**src/rtl/mult_arb_pkg.sv**
```systemverilog
// mult_arb_pkg: shared width helper, limits and tag type for the multiplier arbiter
package mult_arb_pkg;
  localparam int MAX_REQ = 16;
  function automatic int id_width(input int n);
    return (n > 2) ? $clog2(n) : 1;
  endfunction
  typedef struct packed {
    logic vld;
    logic [MAX_REQ-1:0] id;
  } tag_t;
endpackage

```
**src/rtl/mult_arbiter_if.sv**
```systemverilog
// mult_arbiter_if: request/response bundle between requesters (master) and the arbiter (slave)
interface mult_arbiter_if
  import mult_arb_pkg::*;
#(
  parameter int N_REQ = 4,
  parameter int A_WIDTH = 32,
  parameter int B_WIDTH = 32
);
  localparam int ID_W = id_width(N_REQ);
  logic [N_REQ-1:0] req_valid;
  logic [N_REQ-1:0] req_ready;
  logic [N_REQ*A_WIDTH-1:0] req_a;
  logic [N_REQ*B_WIDTH-1:0] req_b;
  logic resp_valid;
  logic [ID_W-1:0] resp_id;
  logic signed [A_WIDTH+B_WIDTH-1:0] resp_y;
  logic busy;
  modport master (
    output req_valid, req_a, req_b,
    input req_ready, resp_valid, resp_id, resp_y, busy
  );
  modport slave (
    input req_valid, req_a, req_b,
    output req_ready, resp_valid, resp_id, resp_y, busy
  );
endinterface

```
**src/rtl/multiplier_wrapper.sv**
```systemverilog
// multiplier_wrapper: signed full-precision multiply; USE_IP=1 stands in for the vendor IP with MULT_LATENCY register stages
module multiplier_wrapper #(
  parameter int A_WIDTH = 32,
  parameter int B_WIDTH = 32,
  parameter int USE_IP = 0,
  parameter int MULT_LATENCY = 0
) (
  input logic clk,
  input logic signed [A_WIDTH-1:0] a,
  input logic signed [B_WIDTH-1:0] b,
  output logic signed [A_WIDTH+B_WIDTH-1:0] y
);
  localparam int Y_W = A_WIDTH + B_WIDTH;
  logic signed [Y_W-1:0] p;
  assign p = $signed(Y_W'(a)) * $signed(Y_W'(b));
  if (USE_IP == 0 || MULT_LATENCY == 0) begin : g_comb
    logic unused_clk;
    assign unused_clk = clk;
    assign y = p;
  end else begin : g_ip
    logic signed [Y_W-1:0] st [MULT_LATENCY];
    // product pipeline matching the IP's internal register stages
    always_ff @(posedge clk) begin
      st[0] <= p;
      for (int k = 1; k < MULT_LATENCY; k++) st[k] <= st[k-1];
    end
    assign y = st[MULT_LATENCY-1];
  end
endmodule

```
**src/rtl/rr_arbiter.sv**
```systemverilog
// rr_arbiter: one-hot round-robin grant starting after ptr; MULT_ARB_PRIO0_EN gives requester 0 strict priority
module rr_arbiter
  import mult_arb_pkg::*;
#(
  parameter int N_REQ = 4,
  localparam int ID_W = id_width(N_REQ)
) (
  input logic [N_REQ-1:0] req,
  input logic [ID_W-1:0] ptr,
  output logic [N_REQ-1:0] grant
);
  logic [ID_W-1:0] idx;
  // scan farthest-first so the nearest valid requester after ptr overwrites and wins
  always_comb begin
    grant = '0;
    idx = '0;
    for (int k = N_REQ; k >= 1; k--) begin
      idx = ID_W'((int'(ptr) + k) % N_REQ);
      grant = req[idx] ? (N_REQ'(1) << idx) : grant;
    end
`ifdef MULT_ARB_PRIO0_EN
    grant = req[0] ? N_REQ'(1) : grant;
`endif
  end
endmodule

```
**src/rtl/mult_arbiter.sv**
```systemverilog
// mult_arbiter: shares one multiplier among N_REQ requesters, tagging each product with its requester id (macro MULT_ARB_PRIO0_EN: requester 0 strict priority)
module mult_arbiter
  import mult_arb_pkg::*;
#(
  parameter int N_REQ = 4,
  parameter int A_WIDTH = 32,
  parameter int B_WIDTH = 32,
  parameter int USE_IP = 0,
  parameter int MULT_LATENCY = 0
) (
  input logic clk,
  input logic rst,
  mult_arbiter_if.slave bus
);
  localparam int ID_W = id_width(N_REQ);
  logic [N_REQ-1:0] grant;
  logic [ID_W-1:0] ptr, gnt_id, issue_id;
  logic issue_vld, ptr_upd, pipe_busy;
  logic signed [A_WIDTH-1:0] op_a;
  logic signed [B_WIDTH-1:0] op_b;
  tag_t head, tail;

  rr_arbiter #(.N_REQ(N_REQ)) u_arb (.req(bus.req_valid), .ptr, .grant);

  assign bus.req_ready = rst ? '0 : grant;

`ifdef MULT_ARB_PRIO0_EN
  assign ptr_upd = |grant[N_REQ-1:1];
`else
  assign ptr_upd = |grant;
`endif

  // one-hot grant to requester index
  always_comb begin
    gnt_id = '0;
    for (int i = 0; i < N_REQ; i++) gnt_id = grant[i] ? ID_W'(i) : gnt_id;
  end

  // issue stage: latch the winner's operands and advance the round-robin pointer
  always_ff @(posedge clk) begin
    if (rst) begin
      ptr <= ID_W'(N_REQ - 1);
      issue_vld <= 1'b0;
      issue_id <= '0;
      op_a <= '0;
      op_b <= '0;
    end else begin
      issue_vld <= |grant;
      if (ptr_upd) ptr <= gnt_id;
      if (|grant) begin
        issue_id <= gnt_id;
        op_a <= bus.req_a[gnt_id*A_WIDTH +: A_WIDTH];
        op_b <= bus.req_b[gnt_id*B_WIDTH +: B_WIDTH];
      end
    end
  end

  multiplier_wrapper #(
    .A_WIDTH(A_WIDTH), .B_WIDTH(B_WIDTH), .USE_IP(USE_IP), .MULT_LATENCY(MULT_LATENCY)
  ) u_mult (.clk, .a(op_a), .b(op_b), .y(bus.resp_y));

  assign head = '{vld: issue_vld, id: MAX_REQ'(issue_id)};

  if (MULT_LATENCY == 0) begin : g_direct
    assign tail = head;
    assign pipe_busy = 1'b0;
  end else begin : g_pipe
    tag_t sr [MULT_LATENCY];
    // tag shift register tracking products inside the multiplier; reset drops them
    always_ff @(posedge clk) begin
      if (rst) begin
        for (int k = 0; k < MULT_LATENCY; k++) sr[k] <= '0;
      end else begin
        sr[0] <= head;
        for (int k = 1; k < MULT_LATENCY; k++) sr[k] <= sr[k-1];
      end
    end
    // any valid tag in the pipeline means a product is in flight
    always_comb begin
      pipe_busy = 1'b0;
      for (int k = 0; k < MULT_LATENCY; k++) pipe_busy = pipe_busy | sr[k].vld;
    end
    assign tail = sr[MULT_LATENCY-1];
  end

  assign bus.resp_valid = tail.vld;
  assign bus.resp_id = ID_W'(tail.id);
  assign bus.busy = issue_vld | pipe_busy;
endmodule

```
**src/flat_wrapper.sv**
```systemverilog
// flat-port wrapper written by rule: the top's interface ports become plain ports
module mult_arbiter_flat import mult_arb_pkg::*;
#(
  parameter int N_REQ = 4,
  parameter int A_WIDTH = 32,
  parameter int B_WIDTH = 32,
  parameter int USE_IP = 0,
  parameter int MULT_LATENCY = 0
)
  (clk, rst, bus_req_valid, bus_req_a, bus_req_b, bus_req_ready, bus_resp_valid, bus_resp_id, bus_resp_y, bus_busy);
  mult_arbiter_if #(.N_REQ(N_REQ), .A_WIDTH(A_WIDTH), .B_WIDTH(B_WIDTH)) bus_i ();
  input logic clk;
  input logic rst;
  input wire logic [$bits(bus_i.req_valid)-1:0] bus_req_valid;
  input wire logic [$bits(bus_i.req_a)-1:0] bus_req_a;
  input wire logic [$bits(bus_i.req_b)-1:0] bus_req_b;
  output wire logic [$bits(bus_i.req_ready)-1:0] bus_req_ready;
  output wire logic [$bits(bus_i.resp_valid)-1:0] bus_resp_valid;
  output wire logic [$bits(bus_i.resp_id)-1:0] bus_resp_id;
  output wire logic [$bits(bus_i.resp_y)-1:0] bus_resp_y;
  output wire logic [$bits(bus_i.busy)-1:0] bus_busy;
  assign bus_i.req_valid = bus_req_valid;
  assign bus_i.req_a = bus_req_a;
  assign bus_i.req_b = bus_req_b;
  assign bus_req_ready = bus_i.req_ready;
  assign bus_resp_valid = bus_i.resp_valid;
  assign bus_resp_id = bus_i.resp_id;
  assign bus_resp_y = bus_i.resp_y;
  assign bus_busy = bus_i.busy;
  mult_arbiter #(.N_REQ(N_REQ), .A_WIDTH(A_WIDTH), .B_WIDTH(B_WIDTH), .USE_IP(USE_IP), .MULT_LATENCY(MULT_LATENCY)) u_core (.clk(clk), .rst(rst), .bus(bus_i));
endmodule
```
**config.mk**
```make
export PLATFORM = sky130hd
export DESIGN_NAME = mult_arbiter_flat
export DESIGN_NICKNAME = d
export VERILOG_FILES = /design/src/rtl/mult_arb_pkg.sv /design/src/rtl/mult_arbiter_if.sv /design/src/rtl/multiplier_wrapper.sv /design/src/rtl/rr_arbiter.sv /design/src/rtl/mult_arbiter.sv /design/src/flat_wrapper.sv
export SDC_FILE = /design/constraint.sdc
export NUM_CORES = 2
export LEC_CHECK = 0
export ABC_AREA = 0
export CORE_ASPECT_RATIO = 2
export CORE_MARGIN = 8
export CORE_UTILIZATION = 50
export DETAILED_ROUTE_END_ITERATION = 10
export PLACE_DENSITY = 0.67
export SYNTH_ARGS = -nofsm -noshare
export SYNTH_HDL_FRONTEND = slang
export SYNTH_SLANG_ARGS = --single-unit
```
**constraint.sdc**
```tcl
create_clock -name clk -period 13.2 [get_ports clk]
set_input_delay 1.98 -clock clk [delete_from_list [all_inputs] [get_ports clk]]
set_output_delay 1.98 -clock clk [all_outputs]
set_load 0.005 [all_outputs]
```
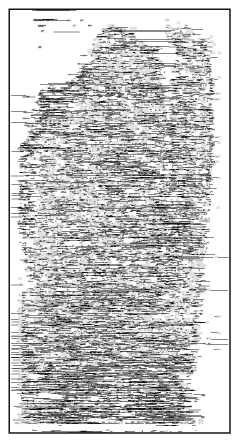
Figure 1: the metal 1 layer.
Drawn at 1 px/um.
wire length on this layer	41.8 mm
main direction	horizontal
share of all routed wire	29%
longest straight run	59.3 um
nets with wire on the layer	5533
M1 GR Usage: 29.9%
routed vias: 32300
routed wire length: 145000 um

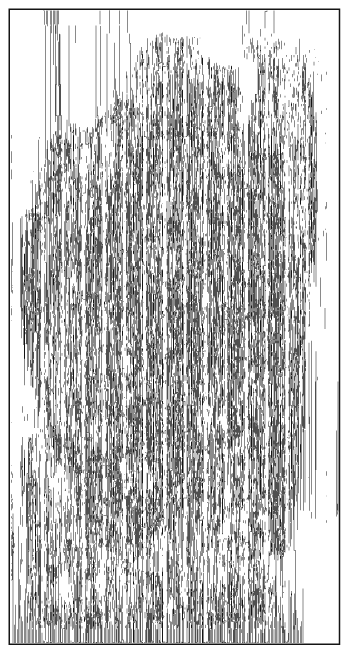
Figure 2: M2 wires.
Drawn at 1.5 px/um.
nets with wire on the layer	5477
main direction	vertical
longest straight run	102 um
wire length on this layer	76.4 mm
GR Layer Usage met2: 58.5%

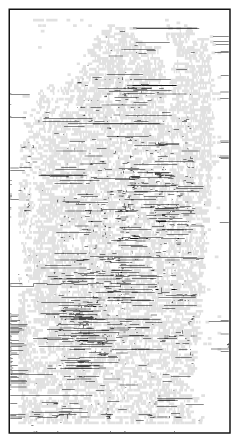
Figure 3: the metal 3 layer.
Drawn at 1 px/um.
main direction	horizontal
nets with wire on the layer	465
share of all routed wire	6.2%
wire length on this layer	8950 um
longest straight run	91.3 um
GR Util met3: 6.23%

==> CHANGELOG.md <==
### Implementation results

- FP Rows: 149
- Clk buf depth: 2
- Post-Synth Simple-Gate Area: 16.6%
- Share of the clock period used by the worst path after layout: 90.5%
- Most frequent cells in the layout: 1082 x fa_1, 987 x inv_1, 591 x nand2_1
- MUX share of area: 0.524%
- Element type at the critical path end: output pin
- Die Span Y: 422 um
- Status: complete, no violations
- Clock Tree Root: clkbuf_16
- DP Cell Count: 5674
- Syn nets: 6003
- Distinct lib cells used: 76
- Worst slew pin tran: 1110 ps
- RR Endpoint: u_core.op_b[11]
- Post-CTS Setup Repair Bufs: 0
- Post-route cell area: 0.0458 mm^2
- Largest area contributor in the netlist: fa_1
- Top cells by count: 1082 x fa_1, 987 x inv_1, 591 x nand2_1
- Dominant flop cell: dfxtp_1
- Die area: 0.0925 mm^2
- Post-synth seq share: 3.35%
- Avg Synthesized Cell Area: 9.23 um^2
- Worst min path class: flop to flop
- Vias in the first global route: 37400
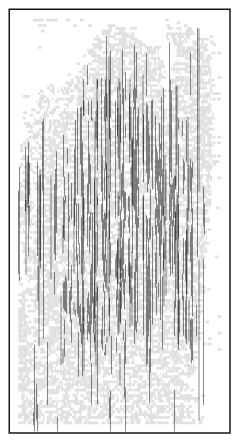
Figure 4: M4 wires.
Drawn at 1 px/um.
wire length on this layer	17300 um
nets with wire on the layer	220

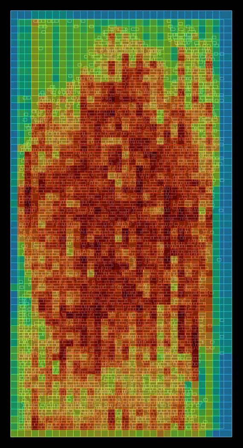
Figure 5: congestion heat map.
final design utilization: 55.7%
wire per inst: 25.4 um
Tot GR Track Use: 32.4%
gr busiest metal: met2

==> layer usage <==
metal | routed length [um] | up-vias | track usage, % | part of all wire [%]
li1 | - | 13500 | - | -
met2 | 76400 | 1515 | 58.5 | 53
met5 | 14 | - | 0 | 0.0097
met4 | 17300 | 2 | 29.9 | 12
met3 | 8950 | 747 | 6.23 | 6.2
met1 | 41800 | 16500 | 29.9 | 29
==> flip-flops by register name, summed over array words and instances (netlist names) <==
signal	cells
u_core.bus.busy	1
u_core.bus.resp_id	2
u_core.op_a	32
u_core.op_b	32
u_core.ptr	2
==> final cells by class <==
| type | instances | area [um^2] | share of cell area (%) |
|---|---|---|---|
| inverters | 987 | 3700 | 8.09 |
| repair buffers | 417 | 3990 | 8.71 |
| clock buffers | 9 | 225 | 0.492 |
| clock inverters | 6 | 63.8 | 0.139 |
| multi-input cells | 3144 | 35000 | 76.5 |
| well taps | 1057 | 1320 | 2.89 |
| flip-flops and latches | 69 | 1420 | 3.09 |
| diodes | 7 | 17.5 | 0.0383 |
==> critical path, stage by stage (launching register included) <==
cell             delay (ps)
dfxtp_2                1040
nand2_1                 330
fa_1                    530
fa_1                    590
inv_1                   130
fa_1                    500
fa_1                    880
inv_1                   400
fa_1                    580
inv_1                    50
fa_1                    520
inv_1                    50
fa_1                    480
inv_1                    50
fa_1                    460
ha_1                    400
a21o_1                  190
a21o_1                  170
a21oi_1                 390
nor2b_1                 190
o21ai_0                 140
a31oi_1                 210
a2bb2oi_1               170
o31ai_1                 100
a41oi_1                 410
clkdlybuf4s50_1         600
